==> config.mk <==
export PLATFORM = sky130hd
export DESIGN_NAME = sram_bus_arbiter_flat
export DESIGN_NICKNAME = d
export VERILOG_FILES = /design/src/rtl/sram_bus_arbiter_if.sv /design/src/rtl/sram_bus_arbiter.sv /design/src/flat_wrapper.sv
export SDC_FILE = /design/constraint.sdc
export NUM_CORES = 1
export LEC_CHECK = 0
export ABC_AREA = 1
export CORE_AREA = 2 2 106 108
export CTS_CLUSTER_DIAMETER = 100
export DETAILED_ROUTE_END_ITERATION = 8
export DIE_AREA = 0 0 108 110
export PLACE_DENSITY_LB_ADDON = 0.05
export SETUP_SLACK_MARGIN = 0.3
export SLEW_MARGIN = 20
export SYNTH_ARGS = -nofsm -noshare
export SYNTH_HDL_FRONTEND = slang
export SYNTH_SLANG_ARGS = --single-unit
==> constraint.sdc <==
create_clock -name cpu_clk_50M -period 5.4 [get_ports cpu_clk_50M]
set_input_delay 1.08 -clock cpu_clk_50M [delete_from_list [all_inputs] [get_ports cpu_clk_50M]]
set_output_delay 1.08 -clock cpu_clk_50M [all_outputs]
set_load 0.01 [all_outputs]
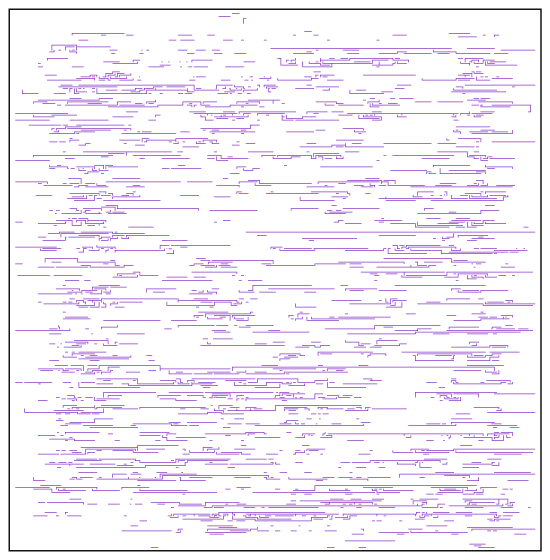
Fig. 1. M1 wires (run 1).
- main direction: horizontal
- longest straight run: 58.9 um
- share of all routed wire: 41%
DR vias: 4676
met1 Usage GRT: 0.294
WL final: 14.3 mm

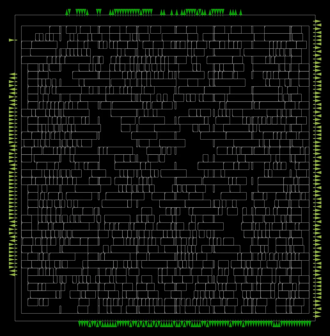
Fig. 2. Cell outlines without signal wires (run 1).
# fillers: 898
Tapcells: 140
Finished Core Util: 0.666
row cnt: 38

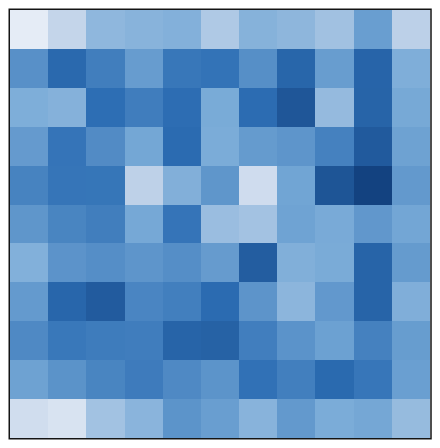
Fig. 3. Placement density heat map (run 1).
11 x 11 tiles, from white (low) to dark blue (high), 0 to 100% covered.
- mean over tiles: 59%
- fullest tile: 93%
- tiles over 75% full: 17%
FP Util: 0.385
core footprint: 10700 um^2

==> Slide: Implementation Results, run 1 <==
Run Summary

STA
  – Final hold vios: 0
  – Final period util: 0.818
  – Final setup fails: 0
  – Slew @ Worst Pin: 1050 ps
  – Setup ws final: 981 ps
  – Sum of negative setup slack: 0 ps
  – Fmax: 226 MHz

Placed design
  – Place WS: about 1000 ps
  – Hpwl dp: 10.6 mm
  – PortBufs: 274
  – DP Cell Count: 983
  – Placement Cell Area: 6890 um^2
  – GPL Wtd Cong: 0.864

Synth
  – And+or+nand+nor area frac: 0.366
  – Syn_area_per_cell: approximately 6.9 um^2
  – Net Count, Synth: roughly 740
  – Synth Area in XOR/XNOR: 0.00425
  – Async S/R FF share, synth: 1.00
  – Most common cell in the netlist: nand2_1
  – Top comb family, area: simple AND/OR/NAND/NOR gates
  – Synth Instances: 599
  – Yosys stat cell total: between 500 and 600
  – Multiplexer share: 0
  – Synth Warn #: 0

Global route
  – Tot GR Track Use: 0.237
  – Grt met2 use: 0.396
  – First-pass GRT wire length: 21.7 mm
  – Pin count of the biggest net entering global routing: a little over 70
  – Vias in the first global route: between 4000 and 5000
  – Met3 Resource Use GR: 0.0588
  – GRT Max-Usage Layer: met2

Power
  – Leak pwr: about 3.7 nW
  – Peak VDD IR: about 0.23 mV
  – P_comb: 1.56 mW
  – Switching power total: 1.17 mW
  – PwrDens: ~420 nW/um^2
  – Clock Power Share: 0.166
  – Internal power: 1.86 mW

Final layout
  – Comb/total area: 0.231
  – Final instance area: between 7000 and 8000 um^2
  – Top cell excl fill/tap: clkdlybuf4s50_1
  – N_diodes: 0
  – Syn-to-layout area delta: 72.8%
  – Register area: 1880 um^2
  – Non-clock buffer share of cell area: 0.389
  – Clock buffers: 9
  – # nets final: roughly 1000

CTS
  – CTS resizes: 0
  – Clk buf depth: 2
  – Hold_buf cts: 0
  – H-tree depth: 3
  – Clock Tree Root: clkbuf_8
  – Clk slew on worst S/H paths: approximately 80 ps
  – CTS Sinks: 75
  – Skew-Pair Late Insertion Delay: 360 ps
  – Post-CTS setup buffer count: 0

Die
  – Die width: 108 um
  – Die Y: around 110 um

Critical path
  – Crit path DRT: 4320 ps
  – CP peak stage delay: 590 ps
  – Crit path max fanout: 33
  – Crit end category: output port
  – Top delay family on crit path: buffers and inverters
  – CP max stage cell: clkdlybuf4s50_1
  – Critical path depth: 8
  – Critical path, cell by cell: clkdlybuf4s50_1 > nand2_1 > nand2_1 > nand3_1 > inv_1 > nand2_1 > nor2_1 > clkdlybuf4s50_1

Flow run
  – Count of tool warnings: 30
  – Max-Cap Viols: 0

Drt
  – Highest metal used: met4
  – Routed WL per cell: 14.3 um
  – Met2 WL post-DR: 6.85 mm
  – Metal3 WL: 1.17 mm
  – Wl on met1: 5.90 mm

Outcome
  – Status: finished clean
==> inputs of run 2 (changes only) <==
--- a/config.mk
+++ b/config.mk
@@ -6,10 +6,9 @@
 export NUM_CORES = 1
 export LEC_CHECK = 0
 export ABC_AREA = 1
-export CORE_AREA = 2 2 106 108
+export CORE_UTILIZATION = 36
 export CTS_CLUSTER_DIAMETER = 100
 export DETAILED_ROUTE_END_ITERATION = 8
-export DIE_AREA = 0 0 108 110
 export PLACE_DENSITY_LB_ADDON = 0.05
 export SETUP_SLACK_MARGIN = 0.3
 export SLEW_MARGIN = 20
==> constraint.sdc (replaced) <==
create_clock -name cpu_clk_50M -period 4.1 [get_ports cpu_clk_50M]
set_input_delay 0.82 -clock cpu_clk_50M [delete_from_list [all_inputs] [get_ports cpu_clk_50M]]
set_output_delay 0.82 -clock cpu_clk_50M [all_outputs]
set_load 0.01 [all_outputs]
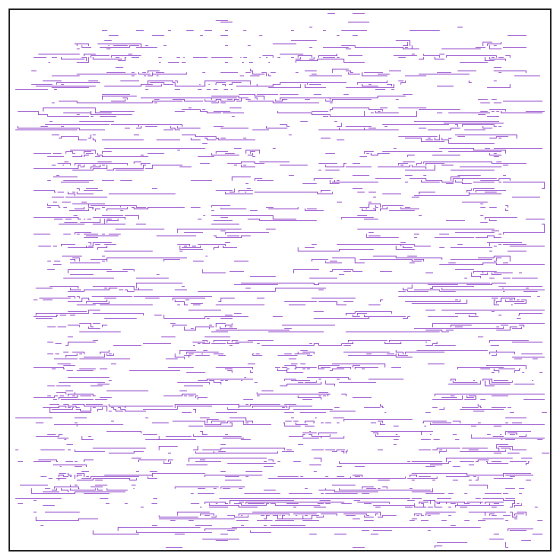
Fig. 4. M1 wires (run 2).
- longest straight run: 50.1 um
- wire length on this layer: 5730 um
- nets with wire on the layer: 868
- main direction: horizontal
- share of all routed wire: 39%
met1 Usage GRT: 0.289
WL final: 14.5 mm
DR vias: 4623

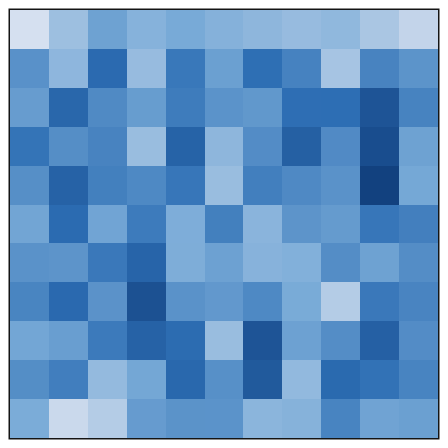
Fig. 5. Placement density heat map (run 2).
11 x 11 tiles, from white (low) to dark blue (high), 0 to 100% covered.
- fullest tile: 93%
- mean over tiles: 60%
- tiles over 75% full: 16%
Finished Core Util: 0.661
FP Util: 0.375
core footprint: 11000 um^2

==> run 2 against run 1 <==
  * Worst hold slack worse by 5.1 ps
  * Utilization decreased by 0.52 points
  * Register-to-register slack worse by 930 ps
  * Die size barely moved
  * Sequential power grew 32%
  * Routed wire length rose by 1.6%
  * Flip-flop count unchanged
  * Final area up 1.9%
  * Highest routed layer unchanged
  * Synthesized cell count is the same
  * Critical path depth increased by 1
  * Cell count is 0.80% higher
  * Combinational power grew 33%
==> Slide: Implementation Results, run 2 <==
Run Summary

Synth
  – Synth Area in XOR/XNOR: 0.00425 (unchanged)
  – Yosys stat cell total: 599 (unchanged)
  – Net Count, Synth: 743 (unchanged)
  – Multiplexer share: 0 (unchanged)
  – Most common cell in the netlist: nand2_1 (unchanged)
  – Syn_area_per_cell: 6.88 um^2 (unchanged)
  – Async S/R FF share, synth: 1.00 (unchanged)
  – Top comb family, area: simple AND/OR/NAND/NOR gates (unchanged)
  – Yosys chip area: 4120 um^2 (unchanged)
  – Synth Warn #: 0 (unchanged)
  – And+or+nand+nor area frac: 0.366 (unchanged)

STA
  – Setup ws final: 437 ps (was 981 ps)
  – Slew @ Worst Pin: 906 ps (was 1050 ps)
  – Sum of negative setup slack: 0 ps (unchanged)
  – Fmax: 273 MHz
  – Final period util: 0.893
  – Final setup fails: 0 (unchanged)
  – Final hold vios: 0 (unchanged)

Final layout
  – Non-clock buffer share of cell area: 0.388 (was 0.389)
  – Top cell category: non-clock buffers (unchanged)
  – Layout clock area frac: 0.0407 (was 0.0321)
  – Register area: 1880 um^2 (unchanged)
  – Comb/total area: 0.227 (was 0.231)
  – Syn-to-layout area delta: 76.0% (was 72.8%)
  – N_diodes: 0 (unchanged)
  – # fillers: 928 (was 898)
  – # nets final: 1006 (was 998)

Placed design
  – Hpwl dp: 11.0 mm (was 10.6 mm)
  – DP Cell Count: 987 (was 983)
  – Place WS: 408 ps (was 998 ps)
  – GPL Wtd Cong: 0.861 (was 0.864)
  – Placement Cell Area: 6920 um^2 (was 6890 um^2)
  – PortBufs: 274 (unchanged)

Power
  – Switching power total: 1.59 mW (was 1.17 mW)
  – Internal power: 2.53 mW (was 1.86 mW)
  – Clock Power Share: 0.187 (was 0.166)
  – Peak VDD IR: 0.361 mV (was 0.229 mV)
  – Leak pwr: 3.70 nW (was 3.65 nW)
  – P_comb: 2.07 mW (was 1.56 mW)
  – PwrDens: 566 nW/um^2 (was 424 nW/um^2)

Critical path
  – Critical path depth: 9 (was 8)
  – Critical path, cell by cell: clkdlybuf4s50_1 > nand2_1 > nand2_1 > nand3_1 > nor2_4 > clkinvlp_4 > buf_4 > nor2_1 > clkdlybuf4s50_1 (was clkdlybuf4s50_1 > nand2_1 > nand2_1 > nand3_1 > inv_1 > nand2_1 > nor2_1 > clkdlybuf4s50_1)
  – Top delay family on crit path: buffers and inverters (unchanged)
  – Crit end category: output port (unchanged)
  – Crit path DRT: 3280 ps (was 4320 ps)
  – CP max stage cell: clkdlybuf4s50_1 (unchanged)
  – CP peak stage delay: 550 ps (was 590 ps)

Die
  – Tapcells: 140 (unchanged)
  – Die width: 109 um (was 108 um)
  – Row cnt: 38 (unchanged)

CTS
  – Clk slew on worst S/H paths: 60 ps (was 80 ps)
  – Hold_buf cts: 0 (unchanged)
  – Post-CTS setup buffer count: 0 (unchanged)
  – Clk buf depth: 2 (unchanged)
  – H-tree depth: 3 (unchanged)
  – CTS Sinks: 75 (unchanged)
  – Clock Tree Root: clkbuf_16 (was clkbuf_8)
  – Skew-Pair Late Insertion Delay: 330 ps (was 360 ps)

Drt
  – Metal3 WL: 1.17 mm (about the same)
  – Wl on met1: 5.73 mm (was 5.90 mm)
  – Highest metal used: met4 (unchanged)

Global route
  – Grt met2 use: 0.429 (was 0.396)
  – GRT Max-Usage Layer: met2 (unchanged)
  – Met3 Resource Use GR: 0.0580 (was 0.0588)
  – Pin count of the biggest net entering global routing: 71 (unchanged)
  – Vias in the first global route: 4282 (unchanged)
  – Tot GR Track Use: 0.243 (was 0.237)
  – Congestion Overflow GR: 0 (unchanged)

Flow run
  – Max-Cap Viols: 0 (unchanged)
  – Count of tool warnings: 30 (unchanged)

Outcome
  – Status: finished clean (unchanged)
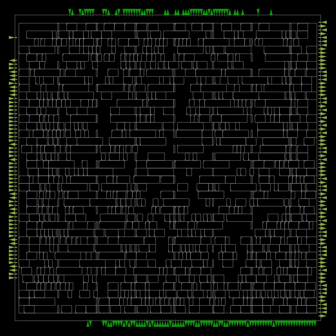
Fig. 6. Cell outlines without signal wires (run 2).
num sequential: 75
Post-Layout Cell Count: 1007

Power and IR drop assume default switching activity.
